===== src/rtl/tcvc_traffic_gen_if.sv =====
// Write-side bundle of the interconnect's Main FIFO: strobe and word toward the
// FIFO, status flags back to the traffic source.
interface tcvc_traffic_gen_if #(
   parameter int BW = 6
);
   logic          Main_wr;
   logic [BW-1:0] Main_data_in;
   logic          Main_full;
   logic          Main_almost_full;

   modport master (
      output Main_wr,
      output Main_data_in,
      input  Main_full,
      input  Main_almost_full
   );

   modport slave (
      input  Main_wr,
      input  Main_data_in,
      output Main_full,
      output Main_almost_full
   );
endinterface


===== src/rtl/tcvc_traffic_gen.sv =====
// Programmable burst source for the Main FIFO write port. Words are {vc, dest, payload}
// and the write gate is throttled by the (registered) FIFO status flags.
//
//   state  | meaning
//   IDLE   | waiting for start; burst parameters latched on start
//   SEND   | one write decision per cycle while the flags are clear
//   HOLD   | backpressure seen; wait for both flags low
//   DONE   | one-cycle completion pulse, then IDLE
module tcvc_traffic_gen #(
   parameter int BW   = 6,
   parameter int CNTW = 8
) (
   input  logic                clk,
   input  logic                reset_L,
   input  logic                start,
   input  logic                abort,
   input  logic [CNTW-1:0]     num_words,
   input  logic [1:0]          vc_mode,
   input  logic [1:0]          dest_mode,
   input  logic [3:0]          payload_seed,
   tcvc_traffic_gen_if.master  main_if,
   output logic                busy,
   output logic                done,
   output logic [CNTW-1:0]     words_sent
);

   typedef enum logic [1:0] {
      S_IDLE = 2'd0,
      S_SEND = 2'd1,
      S_HOLD = 2'd2,
      S_DONE = 2'd3
   } state_t;

   localparam logic [3:0] LFSR_INIT = 4'b1001;

   state_t          state_q, state_d;
   logic [CNTW-1:0] num_q, num_d;
   logic [CNTW-1:0] sent_q, sent_d;
   logic [1:0]      vc_mode_q, vc_mode_d;
   logic [1:0]      dest_mode_q, dest_mode_d;
   logic [3:0]      payload_q, payload_d;
   logic [3:0]      lfsr_q, lfsr_d;
   logic            alt_q, alt_d;
   logic            stall_q, stall_d;
   logic            wr_q, wr_d;
   logic [BW-1:0]   data_q, data_d;
   logic            busy_q, busy_d;
   logic            done_q, done_d;
   logic            vc_bit, dest_bit;

   always_comb begin
      vc_bit = 1'b0;
      case (vc_mode_q)
         2'b00:   vc_bit = 1'b0;
         2'b01:   vc_bit = 1'b1;
         2'b10:   vc_bit = alt_q;
         default: vc_bit = lfsr_q[0];
      endcase
   end

   always_comb begin
      dest_bit = 1'b0;
      case (dest_mode_q)
         2'b00:   dest_bit = 1'b0;
         2'b01:   dest_bit = 1'b1;
         2'b10:   dest_bit = alt_q;
         default: dest_bit = lfsr_q[3];
      endcase
   end

   always_comb begin
      state_d     = state_q;
      num_d       = num_q;
      sent_d      = sent_q;
      vc_mode_d   = vc_mode_q;
      dest_mode_d = dest_mode_q;
      payload_d   = payload_q;
      lfsr_d      = lfsr_q;
      alt_d       = alt_q;
      wr_d        = 1'b0;
      data_d      = data_q;
      // Flags are registered before gating, so one write may still follow a rising flag.
      stall_d     = main_if.Main_full | main_if.Main_almost_full;

      case (state_q)
         S_IDLE: begin
            if (start) begin
               sent_d = '0;
               if (num_words != '0) begin
                  num_d       = num_words;
                  vc_mode_d   = vc_mode;
                  dest_mode_d = dest_mode;
                  payload_d   = payload_seed;
                  lfsr_d      = LFSR_INIT;
                  alt_d       = 1'b0;
                  state_d     = S_SEND;
               end else begin
                  state_d = S_DONE;
               end
            end
         end
         S_SEND: begin
            if (abort) begin
               state_d = S_IDLE;
            end else if (sent_q == num_q) begin
               state_d = S_DONE;
            end else if (stall_q) begin
               state_d = S_HOLD;
            end else begin
               wr_d      = 1'b1;
               data_d    = {vc_bit, dest_bit, payload_q};
               sent_d    = sent_q + CNTW'(1);
               payload_d = payload_q + 4'd1;
               alt_d     = ~alt_q;
               lfsr_d    = {lfsr_q[2:0], lfsr_q[3] ^ lfsr_q[2]};
            end
         end
         S_HOLD: begin
            if (abort) begin
               state_d = S_IDLE;
            end else if (!stall_q) begin
               state_d = S_SEND;
            end
         end
         S_DONE: begin
            state_d = S_IDLE;
         end
         default: begin
            state_d = S_IDLE;
         end
      endcase

      busy_d = (state_d == S_SEND) || (state_d == S_HOLD);
      done_d = (state_d == S_DONE);
   end

   always_ff @(posedge clk or negedge reset_L) begin
      if (!reset_L) begin
         state_q     <= S_IDLE;
         num_q       <= '0;
         sent_q      <= '0;
         vc_mode_q   <= 2'b00;
         dest_mode_q <= 2'b00;
         payload_q   <= 4'h0;
         lfsr_q      <= LFSR_INIT;
         alt_q       <= 1'b0;
         stall_q     <= 1'b0;
         wr_q        <= 1'b0;
         data_q      <= '0;
         busy_q      <= 1'b0;
         done_q      <= 1'b0;
      end else begin
         state_q     <= state_d;
         num_q       <= num_d;
         sent_q      <= sent_d;
         vc_mode_q   <= vc_mode_d;
         dest_mode_q <= dest_mode_d;
         payload_q   <= payload_d;
         lfsr_q      <= lfsr_d;
         alt_q       <= alt_d;
         stall_q     <= stall_d;
         wr_q        <= wr_d;
         data_q      <= data_d;
         busy_q      <= busy_d;
         done_q      <= done_d;
      end
   end

   assign main_if.Main_wr      = wr_q;
   assign main_if.Main_data_in = data_q;
   assign busy                 = busy_q;
   assign done                 = done_q;
   assign words_sent           = sent_q;

endmodule


===== src/flat_wrapper.sv =====
// flat-port wrapper written by rule: the top's interface ports become plain ports
module tcvc_traffic_gen_flat 
#(
   parameter int BW   = 6,
   parameter int CNTW = 8
)
  (clk, reset_L, start, abort, num_words, vc_mode, dest_mode, payload_seed, busy, done, words_sent, main_if_Main_wr, main_if_Main_data_in, main_if_Main_full, main_if_Main_almost_full);
  tcvc_traffic_gen_if #(.BW(BW)) main_if_i ();
  input  logic clk;
  input  logic reset_L;
  input  logic start;
  input  logic abort;
  input  logic [CNTW-1:0] num_words;
  input  logic [1:0] vc_mode;
  input  logic [1:0] dest_mode;
  input  logic [3:0] payload_seed;
  output logic busy;
  output logic done;
  output logic [CNTW-1:0] words_sent;
  output wire logic [$bits(main_if_i.Main_wr)-1:0] main_if_Main_wr;
  output wire logic [$bits(main_if_i.Main_data_in)-1:0] main_if_Main_data_in;
  input wire logic [$bits(main_if_i.Main_full)-1:0] main_if_Main_full;
  input wire logic [$bits(main_if_i.Main_almost_full)-1:0] main_if_Main_almost_full;
  assign main_if_Main_wr = main_if_i.Main_wr;
  assign main_if_Main_data_in = main_if_i.Main_data_in;
  assign main_if_i.Main_full = main_if_Main_full;
  assign main_if_i.Main_almost_full = main_if_Main_almost_full;
  tcvc_traffic_gen #(.BW(BW), .CNTW(CNTW)) u_core (.clk(clk), .reset_L(reset_L), .start(start), .abort(abort), .num_words(num_words), .vc_mode(vc_mode), .dest_mode(dest_mode), .payload_seed(payload_seed), .main_if(main_if_i), .busy(busy), .done(done), .words_sent(words_sent));
endmodule

===== config.mk =====
export PLATFORM = sky130hd
export DESIGN_NAME = tcvc_traffic_gen_flat
export DESIGN_NICKNAME = d
export VERILOG_FILES = /design/src/rtl/tcvc_traffic_gen_if.sv /design/src/rtl/tcvc_traffic_gen.sv /design/src/flat_wrapper.sv
export SDC_FILE = /design/constraint.sdc
export NUM_CORES = 1
export LEC_CHECK = 0
export ABC_AREA = 1
export CORE_MARGIN = 2
export CORE_UTILIZATION = 30
export DETAILED_ROUTE_END_ITERATION = 6
export PLACE_DENSITY = 0.53
export SETUP_SLACK_MARGIN = 0.4
export SYNTH_ARGS = -nofsm -noshare
export SYNTH_HDL_FRONTEND = slang
export SYNTH_SLANG_ARGS = --single-unit

===== constraint.sdc =====
create_clock -name clk -period 1.4 [get_ports clk]
set_input_delay 0.14 -clock clk [delete_from_list [all_inputs] [get_ports clk]]
set_output_delay 0.14 -clock clk [all_outputs]
set_load 0.01 [all_outputs]

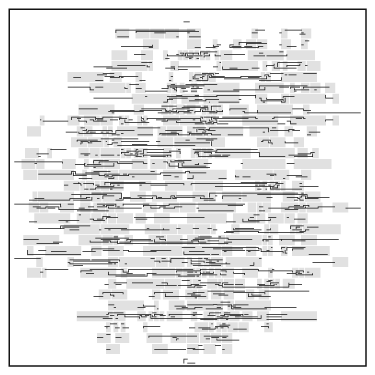
Fig. 1. M1 wires.
Drawn at 4 px/um. Cells faint in the background.
wire length on this layer: 2,730 um
share of all routed wire: 46%

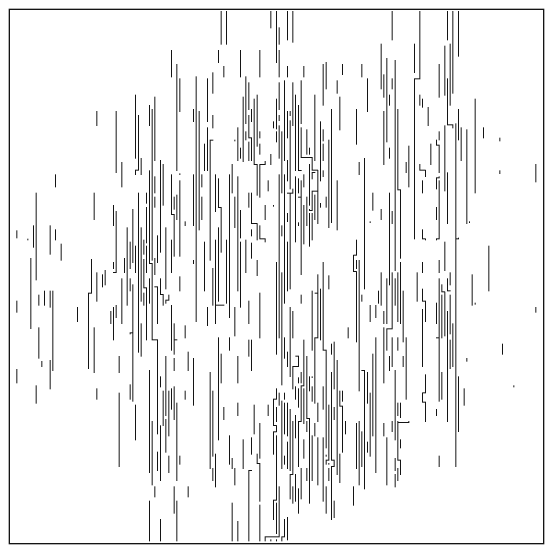
Fig. 2. Signal wires on met2.
Drawn at 6 px/um.
nets with wire on the layer: 323
main direction: vertical
share of all routed wire: 50%

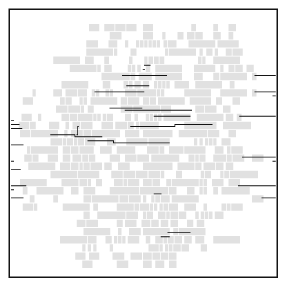
Fig. 3. Metal 3.
Drawn at 3 px/um. Cells faint in the background.
share of all routed wire: 4.2%
main direction: horizontal
longest straight run: 22.1 um
nets with wire on the layer: 29

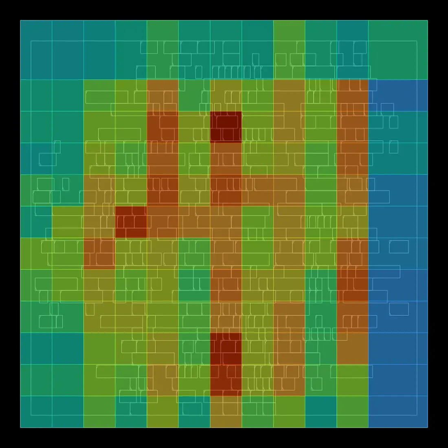
Fig. 4. Routing congestion map.
post-route core utilization: 53.3%
GR met1 Demand/Resource: 20.7%
WL per Instance: 13.0 um
busiest metal layer after global routing: met2

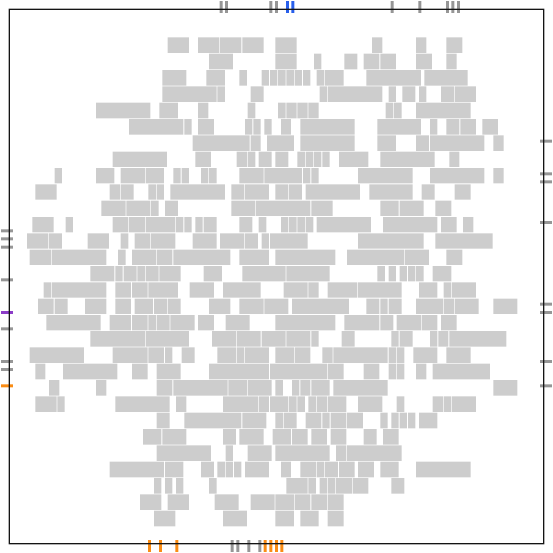
Fig. 5. Pin placement.
Drawn at 6 px/um. Pins as bars across the die edge, other pins in grey.
legend:
  blue:
    port: dest_mode
    pins: 2
    direction: input
    edge: north
  purple:
    port: start
    pins: 1
    direction: input
    edge: west
  orange:
    port: num_words
    pins: 8
    direction: input
    edge: 7 south, 1 west
all pins by edge: 11 north, 11 south, 9 west, 8 east

==> timing repair <==
item                                   4_1_cts  5_1_grt
endpoints found under the hold margin       17        0
hold buffers                                 1        0
cloned                                       5        1
pin swaps                                   26       18
gates resized                              134       31
setup buffers                               32       11
setup endpoints to repair                   57       51
==> layer usage <==
layer  routed length, um  up-vias  part of all wire, %  GRT usage (%)
met4                   7        0                 0.12           4.41
met2                3010       48                   50           26.9
li1                    -     1042                    -              -
met1                2730      979                   45           20.7
met5                   0        -                    0              0
met3                 252        2                  4.2           2.52
==> final timing paths <==
path,from,endpoint,slack [ns],cells past startpoint
max in group asynchronous,reset_L,u_core.lfsr_q[0]$_DFFE_PN1P_,0.59,3
worst min register to register,u_core.lfsr_q[3]$_DFFE_PN1P_,u_core.lfsr_q[3]$_DFFE_PN1P_,0.49,2
worst max-delay path,u_core.words_sent[6]$_DFFE_PN0P_,u_core.busy$_DFF_PN0_,-0.08,8
worst min-delay path,num_words[2],u_core.num_q[2]$_DFFE_PN0P_,0.23,3
min in group asynchronous,reset_L,u_core.main_if.Main_data_in[5]$_DFFE_PN0P_,0.29,2
worst max register to register,u_core.words_sent[6]$_DFFE_PN0P_,u_core.busy$_DFF_PN0_,-0.08,8
==> cell usage after synthesis, drive strengths merged <==
| cell | n |
|---|---|
| a21oi | 4 |
| buf | 3 |
| clkinv | 1 |
| dfrtp | 39 |
| dfstp | 2 |
| ha | 3 |
| inv | 32 |
| nand2 | 93 |
| nand3 | 8 |
| nand4 | 13 |
| nor2 | 11 |
| nor3 | 1 |
| o211ai | 1 |
| o21ai | 26 |
| o22ai | 1 |
| o31ai | 1 |
| or2 | 1 |
| xnor2 | 6 |
| xor2 | 4 |
==> worst min-delay path: stages <==
cell and delay (ns):
sky130_fd_sc_hd__dlygate4sd2_1 0.23, sky130_fd_sc_hd__inv_1 0.07, sky130_fd_sc_hd__o21ai_1 0.06
==> flip-flops by register name, indices dropped and copies added (netlist names) <==
signal / count
u_core.num_q: 8
u_core.words_sent: 8
u_core.main_if.Main_data_in: 6
u_core.lfsr_q: 4
u_core.payload_q: 4
u_core.dest_mode_q: 2
u_core.state_q: 2
u_core.vc_mode_q: 2
u_core.alt_q: 1
u_core.busy: 1
u_core.done: 1
u_core.main_if.Main_wr: 1
u_core.stall_q: 1
==> power by group through the flow <==
stage | clock (uW) | sequential [uW] | combinational (uW)
after global placement | 0 | 1800 | 1390
final | 986 | 1790 | 2050
after CTS | 1000 | 1780 | 1860
after detailed placement | 0 | 1800 | 1410
after floorplan | 0 | 1800 | 804
after global routing | 1050 | 1840 | 2260
==> layout make-up <==
cell class                      count  share of cell area, %
Timing Repair Buffer              108                   28.8
Clock buffer                        5                   1.88
Multi-Input combinational cell    176                   32.7
Sequential cell                    41                   28.3
Tap cell                           96                   3.28
Inverter                           33                   3.79
Clock inverter                      3                   1.26
==> kinds of logic after synthesis <==
kind of cell             Yosys count
AND-OR/OR-AND                     33
buffers and inverters             36
AND/OR/NAND/NOR                  127
adder cells (fa/ha/maj)            3
XOR/XNOR                          10
flip-flops                        41
==> flow_metrics.env <==
# source this file to load flow results
export IMPL_final_setup_vio_count=16
export IMPL_final_worst_path_setup_slack_ns=-0.0756
export IMPL_initial_antenna_violation_count=0
export IMPL_die_area_um2=7890
export IMPL_power_frac_seq_pct=37.1
export IMPL_remaining_design_rule_violation_count=0
export IMPL_timing_final_crit_period_ns=1.48
export IMPL_clock_slew_seen_by_the_registers_of_the_worst_setup_and_hold_paths_ns=0.09
export IMPL_timing_setup_tns_ns=-0.439
export IMPL_clock_tree_root_cell="sky130_fd_sc_hd__clkbuf_8"
export IMPL_cts_tree="yes"
export IMPL_comb_power_share_pct=42.5
export IMPL_timing_max_cap_violations=0
export IMPL_placed_instance_count=404
export IMPL_area_growth_syn_to_layout_pct=69.6
export IMPL_run_status="finished with violations"
export IMPL_pre_cts_slack_ns=-0.283
export IMPL_failed_checks="negative setup slack"
export IMPL_grt_pass1_wl_um=9510
export IMPL_max_slew_worst_pin_slew_ns=0.393
export IMPL_numCtsBuffers=5
export IMPL_cp_data_required_time_ns=1.59
export IMPL_synth_cellmix_compoundShare_pct=8.81
export IMPL_clk_insertion_delay_late_ns=0.30
export IMPL_grt_overflow_total=0
export IMPL_syn_inst=250
export IMPL_die_width_um=88.8
export IMPL_first_pass_iters=4
export IMPL_first_global_vias=1997
export IMPL_synthTopCellsByArea="sky130_fd_sc_hd__dfrtp_1 45%, sky130_fd_sc_hd__nand2_1 14%, sky130_fd_sc_hd__inv_1 5.2%, sky130_fd_sc_hd__o21ai_0 4.9%, sky130_fd_sc_hd__nand4_1 3.8%"
export IMPL_ys_chip_area_um2=2160
export IMPL_rows=30
Power is estimated from default activity; no workload was simulated.
